### src/rtl/btc_miner_pkg.sv
// Shared scheduler types and defaults: FSM state encoding, chunk/watchdog defaults, result width.
// Latency: n/a (declarations only).
// Backpressure: n/a.
package btc_miner_pkg;

    localparam int CHUNK_LOG2_DEF = 20;
    localparam int RES_W          = 32;

    // Watchdog default scales with the job size: four job lengths of silence.
    function automatic int wdog_cycles_def(input int chunk_log2);
        return 1 << (chunk_log2 + 2);
    endfunction

    localparam int WDOG_CYCLES_DEF = wdog_cycles_def(CHUNK_LOG2_DEF);

    typedef enum logic [2:0] {
        S_IDLE,
        S_ISSUE,
        S_WAIT,
        S_ADVANCE,
        S_FINISH
    } sched_state_t;

endpackage

### src/rtl/btc_job_scheduler_if.sv
// Core job handshake and result-FIFO read port between the scheduler and its neighbours.
// Latency: n/a (wires only).
// Backpressure: results are held in the FIFO until res_pop; the core side has none.
interface btc_job_scheduler_if
    import btc_miner_pkg::*;
();
    logic              core_start;
    logic [31:0]       core_nonce_in;
    logic              core_use_nonce_in;
    logic              core_done;
    logic              core_nonce_found;
    logic [31:0]       core_nonce_out;
    logic              res_valid;
    logic [RES_W-1:0]  res_nonce;
    logic              res_pop;

    modport master (
        output core_start, core_nonce_in, core_use_nonce_in,
        input  core_done, core_nonce_found, core_nonce_out,
        output res_valid, res_nonce,
        input  res_pop
    );

    modport slave (
        input  core_start, core_nonce_in, core_use_nonce_in,
        output core_done, core_nonce_found, core_nonce_out,
        input  res_valid, res_nonce,
        output res_pop
    );
endinterface

### src/rtl/btc_result_fifo.sv
// Found-nonce FIFO, first-word-fall-through; head is zero while empty.
// Latency: push visible at head one cycle later; pop takes effect on the clock edge.
// Backpressure: push while full is accepted only if a pop happens the same cycle, else dropped.
module btc_result_fifo #(
    parameter int DEPTH = 4,
    parameter int WIDTH = 32
) (
    input  logic                   clk,
    input  logic                   rst_n,
    input  logic                   push,
    input  logic [WIDTH-1:0]       push_dat,
    input  logic                   pop,
    output logic [WIDTH-1:0]       head_dat,
    output logic                   full,
    output logic [$clog2(DEPTH):0] count
);
    localparam int PW = $clog2(DEPTH);
    localparam int CW = PW + 1;

    logic [WIDTH-1:0] mem [DEPTH];
    logic [PW-1:0]    wr_ptr;
    logic [PW-1:0]    rd_ptr;
    logic             pop_ok;
    logic             push_ok;

    assign full     = (count == CW'(DEPTH));
    assign pop_ok   = pop && (count != '0);
    assign push_ok  = push && (!full || pop_ok);
    assign head_dat = (count != '0) ? mem[rd_ptr] : '0;

    // Storage array: written only on accepted pushes, no reset needed since head is gated.
    always_ff @(posedge clk) begin
        if (push_ok) begin
            mem[wr_ptr] <= push_dat;
        end
    end

    // Pointers wrap naturally at the power-of-two depth; count tracks occupancy.
    always_ff @(posedge clk or negedge rst_n) begin
        if (!rst_n) begin
            wr_ptr <= '0;
            rd_ptr <= '0;
            count  <= '0;
        end else begin
            if (push_ok) wr_ptr <= wr_ptr + 1'b1;
            if (pop_ok)  rd_ptr <= rd_ptr + 1'b1;
            case ({push_ok, pop_ok})
                2'b10:   count <= count + 1'b1;
                2'b01:   count <= count - 1'b1;
                default: count <= count;
            endcase
        end
    end
endmodule

### src/rtl/btc_job_scheduler.sv
// Splits a nonce range into 2^CHUNK_LOG2 jobs for one hashing core and queues found nonces.
// Latency: 3 cycles overhead per job plus core time; BTC_SCHED_WATCHDOG_EN adds a WAIT watchdog.
// Backpressure: none toward the core; results beyond FIFO_DEPTH are dropped and flag overflow.
module btc_job_scheduler
    import btc_miner_pkg::*;
#(
    parameter int CHUNK_LOG2    = CHUNK_LOG2_DEF,
    parameter int FIFO_DEPTH    = 4,
    parameter int STOP_ON_FOUND = 1
`ifdef BTC_SCHED_WATCHDOG_EN
    , parameter int WDOG_CYCLES = wdog_cycles_def(CHUNK_LOG2)
`endif
) (
    input  logic                        clk,
    input  logic                        arst_n,
    input  logic                        run,
    input  logic [31:0]                 range_lo,
    input  logic [31:0]                 range_hi,
    btc_job_scheduler_if.master         bus,
    output logic                        busy,
    output logic                        sweep_done,
    output logic                        overflow,
    output logic [$clog2(FIFO_DEPTH):0] res_count,
    output logic                        timeout
);
    sched_state_t state_q, state_d;
    logic [1:0]   rst_sync;
    logic         rst_n;
    logic [31:0]  cur_q;
    logic         run_q, found_q, sweep_done_q, overflow_q;
    logic [32:0]  next_sum;
    logic         core_start, push_req, load_cur, step_cur, set_done;
    logic         fifo_full, fifo_drop, pop_ok, wdog_expire, retried_q;

    // Reset asserts immediately, releases two clocks after arst_n rises.
    always_ff @(posedge clk or negedge arst_n) begin
        if (!arst_n) rst_sync <= 2'b00;
        else         rst_sync <= {rst_sync[0], 1'b1};
    end
    assign rst_n = rst_sync[1];

    assign next_sum = {1'b0, cur_q} + (33'd1 << CHUNK_LOG2);

    // State register.
    always_ff @(posedge clk or negedge rst_n) begin
        if (!rst_n) state_q <= S_IDLE;
        else        state_q <= state_d;
    end

    // Next state and per-state strobes; dropping run abandons the sweep silently.
    always_comb begin
        state_d    = state_q;
        core_start = 1'b0;
        push_req   = 1'b0;
        load_cur   = 1'b0;
        step_cur   = 1'b0;
        set_done   = 1'b0;
        if (state_q != S_IDLE && !run) begin
            state_d = S_IDLE;
        end else begin
            case (state_q)
                S_IDLE: begin
                    if (run && !run_q) begin
                        load_cur = 1'b1;
                        state_d  = (range_lo > range_hi) ? S_FINISH : S_ISSUE;
                    end
                end
                S_ISSUE: begin
                    core_start = 1'b1;
                    state_d    = S_WAIT;
                end
                S_WAIT: begin
                    if (bus.core_done) begin
                        push_req = bus.core_nonce_found;
                        state_d  = S_ADVANCE;
                    end else if (wdog_expire) begin
                        state_d = retried_q ? S_FINISH : S_ISSUE;
                    end
                end
                S_ADVANCE: begin
                    if (next_sum[32] || (next_sum[31:0] > range_hi) ||
                        ((STOP_ON_FOUND != 0) && found_q)) begin
                        state_d = S_FINISH;
                    end else begin
                        step_cur = 1'b1;
                        state_d  = S_ISSUE;
                    end
                end
                S_FINISH: begin
                    set_done = 1'b1;
                    state_d  = S_IDLE;
                end
                default: state_d = S_IDLE;
            endcase
        end
    end

    assign pop_ok    = bus.res_pop && bus.res_valid;
    assign fifo_drop = push_req && fifo_full && !pop_ok;

    // Sweep datapath: job cursor, run edge detect, sticky flags.
    always_ff @(posedge clk or negedge rst_n) begin
        if (!rst_n) begin
            cur_q        <= '0;
            run_q        <= 1'b0;
            found_q      <= 1'b0;
            sweep_done_q <= 1'b0;
            overflow_q   <= 1'b0;
        end else begin
            run_q <= run;
            if (load_cur) begin
                cur_q        <= range_lo;
                found_q      <= 1'b0;
                sweep_done_q <= 1'b0;
                overflow_q   <= 1'b0;
            end else if (step_cur) begin
                cur_q <= next_sum[31:0];
            end
            if (push_req)  found_q      <= 1'b1;
            if (set_done)  sweep_done_q <= 1'b1;
            if (fifo_drop) overflow_q   <= 1'b1;
        end
    end

`ifdef BTC_SCHED_WATCHDOG_EN
    localparam int WW = (WDOG_CYCLES > 2) ? $clog2(WDOG_CYCLES) : 1;
    logic [WW-1:0] wdog_cnt_q;
    logic          timeout_q;

    assign wdog_expire = (state_q == S_WAIT) && (wdog_cnt_q == WW'(WDOG_CYCLES - 1));
    assign timeout     = timeout_q;

    // Watchdog counts consecutive WAIT cycles; one retry per job before giving up.
    always_ff @(posedge clk or negedge rst_n) begin
        if (!rst_n) begin
            wdog_cnt_q <= '0;
            retried_q  <= 1'b0;
            timeout_q  <= 1'b0;
        end else begin
            wdog_cnt_q <= (state_q == S_WAIT) ? wdog_cnt_q + 1'b1 : '0;
            if (load_cur || step_cur) retried_q <= 1'b0;
            else if (wdog_expire && !bus.core_done && run) retried_q <= 1'b1;
            if (load_cur) timeout_q <= 1'b0;
            else if (wdog_expire && !bus.core_done && run) timeout_q <= 1'b1;
        end
    end
`else
    assign wdog_expire = 1'b0;
    assign retried_q   = 1'b0;
    assign timeout     = 1'b0;
`endif

    btc_result_fifo #(
        .DEPTH (FIFO_DEPTH),
        .WIDTH (RES_W)
    ) u_fifo (
        .clk      (clk),
        .rst_n    (rst_n),
        .push     (push_req),
        .push_dat (bus.core_nonce_out),
        .pop      (bus.res_pop),
        .head_dat (bus.res_nonce),
        .full     (fifo_full),
        .count    (res_count)
    );

    assign busy                  = (state_q != S_IDLE);
    assign sweep_done            = sweep_done_q;
    assign overflow              = overflow_q;
    assign bus.core_start        = core_start;
    assign bus.core_nonce_in     = cur_q;
    assign bus.core_use_nonce_in = busy;
    assign bus.res_valid         = (res_count != '0);
endmodule

### src/flat_wrapper.sv
// flat-port wrapper written by rule: the top's interface ports become plain ports
module btc_job_scheduler_flat import btc_miner_pkg::*;
#(
    parameter int CHUNK_LOG2    = CHUNK_LOG2_DEF,
    parameter int FIFO_DEPTH    = 4,
    parameter int STOP_ON_FOUND = 1

)
  (clk, arst_n, run, range_lo, range_hi, busy, sweep_done, overflow, res_count, timeout, bus_core_start, bus_core_nonce_in, bus_core_use_nonce_in, bus_core_done, bus_core_nonce_found, bus_core_nonce_out, bus_res_valid, bus_res_nonce, bus_res_pop);
  btc_job_scheduler_if bus_i ();
  input  logic clk;
  input  logic arst_n;
  input  logic run;
  input  logic [31:0] range_lo;
  input  logic [31:0] range_hi;
  output logic busy;
  output logic sweep_done;
  output logic overflow;
  output logic [$clog2(FIFO_DEPTH):0] res_count;
  output logic timeout;
  output wire logic [$bits(bus_i.core_start)-1:0] bus_core_start;
  output wire logic [$bits(bus_i.core_nonce_in)-1:0] bus_core_nonce_in;
  output wire logic [$bits(bus_i.core_use_nonce_in)-1:0] bus_core_use_nonce_in;
  input wire logic [$bits(bus_i.core_done)-1:0] bus_core_done;
  input wire logic [$bits(bus_i.core_nonce_found)-1:0] bus_core_nonce_found;
  input wire logic [$bits(bus_i.core_nonce_out)-1:0] bus_core_nonce_out;
  output wire logic [$bits(bus_i.res_valid)-1:0] bus_res_valid;
  output wire logic [$bits(bus_i.res_nonce)-1:0] bus_res_nonce;
  input wire logic [$bits(bus_i.res_pop)-1:0] bus_res_pop;
  assign bus_core_start = bus_i.core_start;
  assign bus_core_nonce_in = bus_i.core_nonce_in;
  assign bus_core_use_nonce_in = bus_i.core_use_nonce_in;
  assign bus_i.core_done = bus_core_done;
  assign bus_i.core_nonce_found = bus_core_nonce_found;
  assign bus_i.core_nonce_out = bus_core_nonce_out;
  assign bus_res_valid = bus_i.res_valid;
  assign bus_res_nonce = bus_i.res_nonce;
  assign bus_i.res_pop = bus_res_pop;
  btc_job_scheduler #(.CHUNK_LOG2(CHUNK_LOG2), .FIFO_DEPTH(FIFO_DEPTH), .STOP_ON_FOUND(STOP_ON_FOUND)) u_core (.clk(clk), .arst_n(arst_n), .run(run), .range_lo(range_lo), .range_hi(range_hi), .bus(bus_i), .busy(busy), .sweep_done(sweep_done), .overflow(overflow), .res_count(res_count), .timeout(timeout));
endmodule
### config.mk
export PLATFORM = sky130hd
export DESIGN_NAME = btc_job_scheduler_flat
export DESIGN_NICKNAME = d
export VERILOG_FILES = /design/src/rtl/btc_miner_pkg.sv /design/src/rtl/btc_job_scheduler_if.sv /design/src/rtl/btc_result_fifo.sv /design/src/rtl/btc_job_scheduler.sv /design/src/flat_wrapper.sv
export SDC_FILE = /design/constraint.sdc
export NUM_CORES = 1
export LEC_CHECK = 0
export CORE_UTILIZATION = 40
export CTS_CLUSTER_DIAMETER = 120
export DETAILED_ROUTE_END_ITERATION = 10
export GPL_ROUTABILITY_DRIVEN = 0
export PLACE_DENSITY = 0.62
export SLEW_MARGIN = 30
export SYNTH_ARGS = -nofsm -noshare
export SYNTH_HDL_FRONTEND = slang
export SYNTH_SLANG_ARGS = --single-unit
### constraint.sdc
create_clock -name clk -period 3.7 [get_ports clk]
set_clock_uncertainty 0.05 [all_clocks]
set_input_delay 0.925 -clock clk [delete_from_list [all_inputs] [get_ports clk]]
set_output_delay 0.925 -clock clk [all_outputs]
set_load 0.1 [all_outputs]
pins.png
Scale: 3 px per um. Pins as bars across the die edge, other pins in gray.
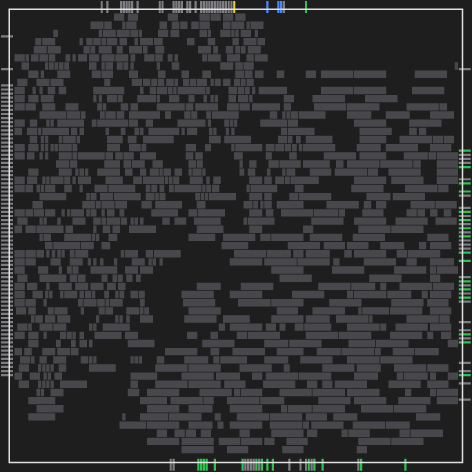
[blue] res_count | pins: 3 | direction: output | edge: north
[green] bus_core_nonce_out | pins: 32 | direction: input | edge: 16 east, 15 south, 1 north
[yellow] overflow | pins: 1 | direction: output | edge: north
Buffers on Ports: 174
overall die width: 151 um

met2.png
Scale: 3 px per um. Cells faint in the background.
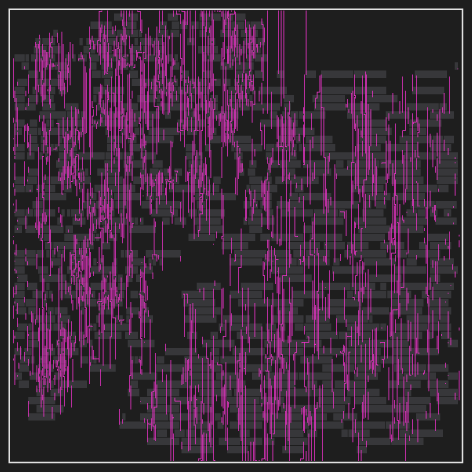
longest straight run: 62.7 um
share of all routed wire: 49%
wire length on this layer: 10500 um
nets with wire on the layer: 917
main direction: vertical

## area by class of cell
| cell class | instances | area share [%] |
|---|---|---|
| sequential | 176 | 42.3 |
| multi-input combinational | 437 | 30.1 |
| timing repair buffer | 203 | 18.5 |
| clock buffer | 17 | 3.55 |
| tap | 280 | 2.92 |
| clock inverter | 15 | 1.46 |
| inverter | 40 | 1.25 |
## synth_stat cells, types with 9 or more instances
library cell	count	area share, %
sky130_fd_sc_hd__nand3_1	11	0.62
sky130_fd_sc_hd__nor3_1	10	0.57
sky130_fd_sc_hd__xnor2_1	11	1.1
sky130_fd_sc_hd__mux2i_1	9	1.0
sky130_fd_sc_hd__clkbuf_1	19	0.81
sky130_fd_sc_hd__nand2_1	93	4.0
sky130_fd_sc_hd__and2_1	44	3.1
sky130_fd_sc_hd__inv_1	40	1.7
sky130_fd_sc_hd__edfxtp_1	128	44
sky130_fd_sc_hd__nor2_1	23	0.98
sky130_fd_sc_hd__a21oi_1	26	1.5
sky130_fd_sc_hd__a21o_1	15	1.3
sky130_fd_sc_hd__mux4_2	32	8.2
sky130_fd_sc_hd__o21ai_0	15	0.85
sky130_fd_sc_hd__dfrtp_1	48	14
sky130_fd_sc_hd__nand4_1	14	0.99
sky130_fd_sc_hd__ha_1	69	9.8
## layer usage
metal	up-vias	wire length, um
li1	2882	-
met1	2991	9350
met2	196	10500
met3	20	1160
met4	0	252
met5	-	0
## through the flow
step                instances  area [sq um]
detailed placement       1132         11300
global placement         1132         11300
floorplan                 678          8890
global route             1168         12000
finish                   1168         12000
CTS                      1164         11900
==> Changelog: implementation <==
### Implementation results

* Share of final-layout standard cells stronger than drive strength 1 at 23.5%
* Nets at 1047
* Register with the most flip-flops: u_core.u_fifo.mem
* Count of cell types in the netlist at 52
* Yosys Warn Count at 0
* Drt initial violations at 334
* Run status: completed
* Largest register FFs at 128
* Yosys Chip Area at 0.00883 sq mm
* Achievable frequency at 284 MHz
* Global-route wire length before repair at 33600 um
* Endpoint of the worst setup timing path: u_core.bus.core_nonce_in[30]
* Via density at 5.21
* Power per unit of standard cell area at 910 mW/mm^2
* RSZ-0062 raised after global routing: false
* Worst setup SP type: flip-flop
* Dominant synthesized flop cell: sky130_fd_sc_hd__edfxtp_1
* Pin slew with the least headroom to its limit at 0.915 ns
* Power consumed by sequential cells at 2620 uW
* Worst flop-to-flop path startpoint: u_core.bus.core_nonce_in[20]
* Worst vdd rail ir drop at 0.570 mV
* Cell-internal power at 5530 uW
* R2r endpoint: u_core.bus.core_nonce_in[30]
* Fin. max-slew vios at 0
* Combinational share of power at 59.3%
* Worst hold-check slack at 0.219 ns
* Combinational gate area at 0.00361 sq mm
* Pre-CTS setup slack at -0.104 ns
* Final Setup Violations at 0
* P_leak at 0.00482 uW
* NetSw at 5390 uW
* Area taken by flip-flops and latches at 0.00507 sq mm
* Fraction of the mapped netlist area in simple logic gates at 12.8%
* Post-synthesis cell area at 0.00883 sq mm
* Max power group: combinational cells
* Met3 Use GR at 4.97%
* Clk pin slew, worst setup/hold paths at 0.07 ns
* Clock Power Share at 16.7%
* Delay of the slowest cell on the worst path at 0.54 ns
* FFs w/ async S/R, synth at 27.3%
* Worst Reg-to-Reg Cells at 14
* Register share of total power at 24.0%
* Total routing usage reported by global routing at 19.8%
* Filler Cell Count at 1781
* Floorplan Nets at 850
* Number of routed nets with antenna violations at 0
* Chip area at 0.0227 sq mm
* Fraction of met1 tracks used by global routing at 25.1%
* Met2 usage in global routing at 33.6%
* Register-to-register path setup slack at 0.18 ns
* Number of diodes added for antenna fixing at 0
* Seq cells post-synth at 176
* Setup TNS at 0 ns
* Kind of cell adding the most delay to the critical path: simple AND/OR/NAND/NOR gates
* Antenna violations before repair at 0
* Crit path time final at 3.52 ns
* Setup crit end kind: flip-flop
* Startpoint-to-endpoint class of the critical path: reg -> reg
* # resized after CTS at 0
* I/O pin count at 176
* Largest driver fanout on the critical path at 6
* Largest combinational cell category by area: simple AND/OR/NAND/NOR gates
* Crit path max-delay cell type: sky130_fd_sc_hd__or4_4
* XOR/XNOR Fraction of Synth Area at 1.88%
* Worst Path Buf+Inv at 2
* Per-instance average area after synthesis at 13.0 sq um
* Most frequent logic cell in the layout: sky130_fd_sc_hd__edfxtp_1
* CTS Buf Count at 17
* Cells in synth_stat.txt at 678
* Critical path startpoint: u_core.bus.core_nonce_in[20]
* Classification of the worst-slack hold path: reg -> async
* Setup bufs post-CTS at 0
* Number of DRC violations after detailed routing at 0
* Tcrit/Tclk final at 95.2%
* Cells after Synth at 678
* Count of standard-cell rows at 54
* Area fraction in compound gates at 5.78%
* Adder and majority gate portion of the synthesized area at 10.0%
* Count of TritonRoute iterations in the first routing pass at 4
* Net switching fraction of the power at 49.4%
* Sequential cell area fraction in the yosys report at 57.1%
* Tool warnings at 30
* Number of max-cap violations at 0
* Clk sink count at 176
* Post-route core utilization at 55.1%
* Maximum root-to-sink buffer count at 2
* Clock group total power at 1820 uW
* Combinational cell power at 6470 uW
* Logic depth of the worst path, buffers included at 14
* Wire length per cell after detailed routing at 18.2 um
* Routed WL at 21300 um
* Endpoint arrival time on the critical path at 3.83 ns
* Overall Power at 10900 uW
* Area fraction in mux cells at 9.43%
* Least setup slack across all paths after layout at 0.179 ns
* Hold Fails Final Rpt at 0
* Vias in the first global route at 6432
* Insertion delay of the later-clocked pin in the worst-skew pair at 0.42 ns
* Count of flip-flops with a built-in enable after synthesis at 128
* Initial Util at 40.6%
* Core region area at 0.0218 sq mm
* CTS root buf: sky130_fd_sc_hd__clkbuf_16
* Area grow syn2layout at 35.8%
* Sequence of cells on the critical path: ha_2 > nand3_4 > nor2_2 > buf_4 > xor2_1 > ha_1 > nand4_1 > or4_4 > nor4_4 > a311oi_2 > nor3_2 > buf_6 > mux2_2 > nand2_1
* Worst Path Required at 4.01 ns
* DP Wirelength at 15500 um
* Total via count after detailed routing at 6089
* TritonCTS clock tree: yes
* Grt ovf at 0
* Pin count of the biggest net entering global routing at 33
* Headroom to the max-slew limit at 39.0%
* Highest-count cells in the layout ignoring fill and taps: 128 x sky130_fd_sc_hd__edfxtp_1, 101 x sky130_fd_sc_hd__clkdlybuf4s50_1, 93 x sky130_fd_sc_hd__nand2_1
* Number of H-tree levels at 4
* CTS Hold Buffers Added at 0
* Peak-usage layer in the global routing report: met2
Power is estimated from default activity; no workload was simulated.
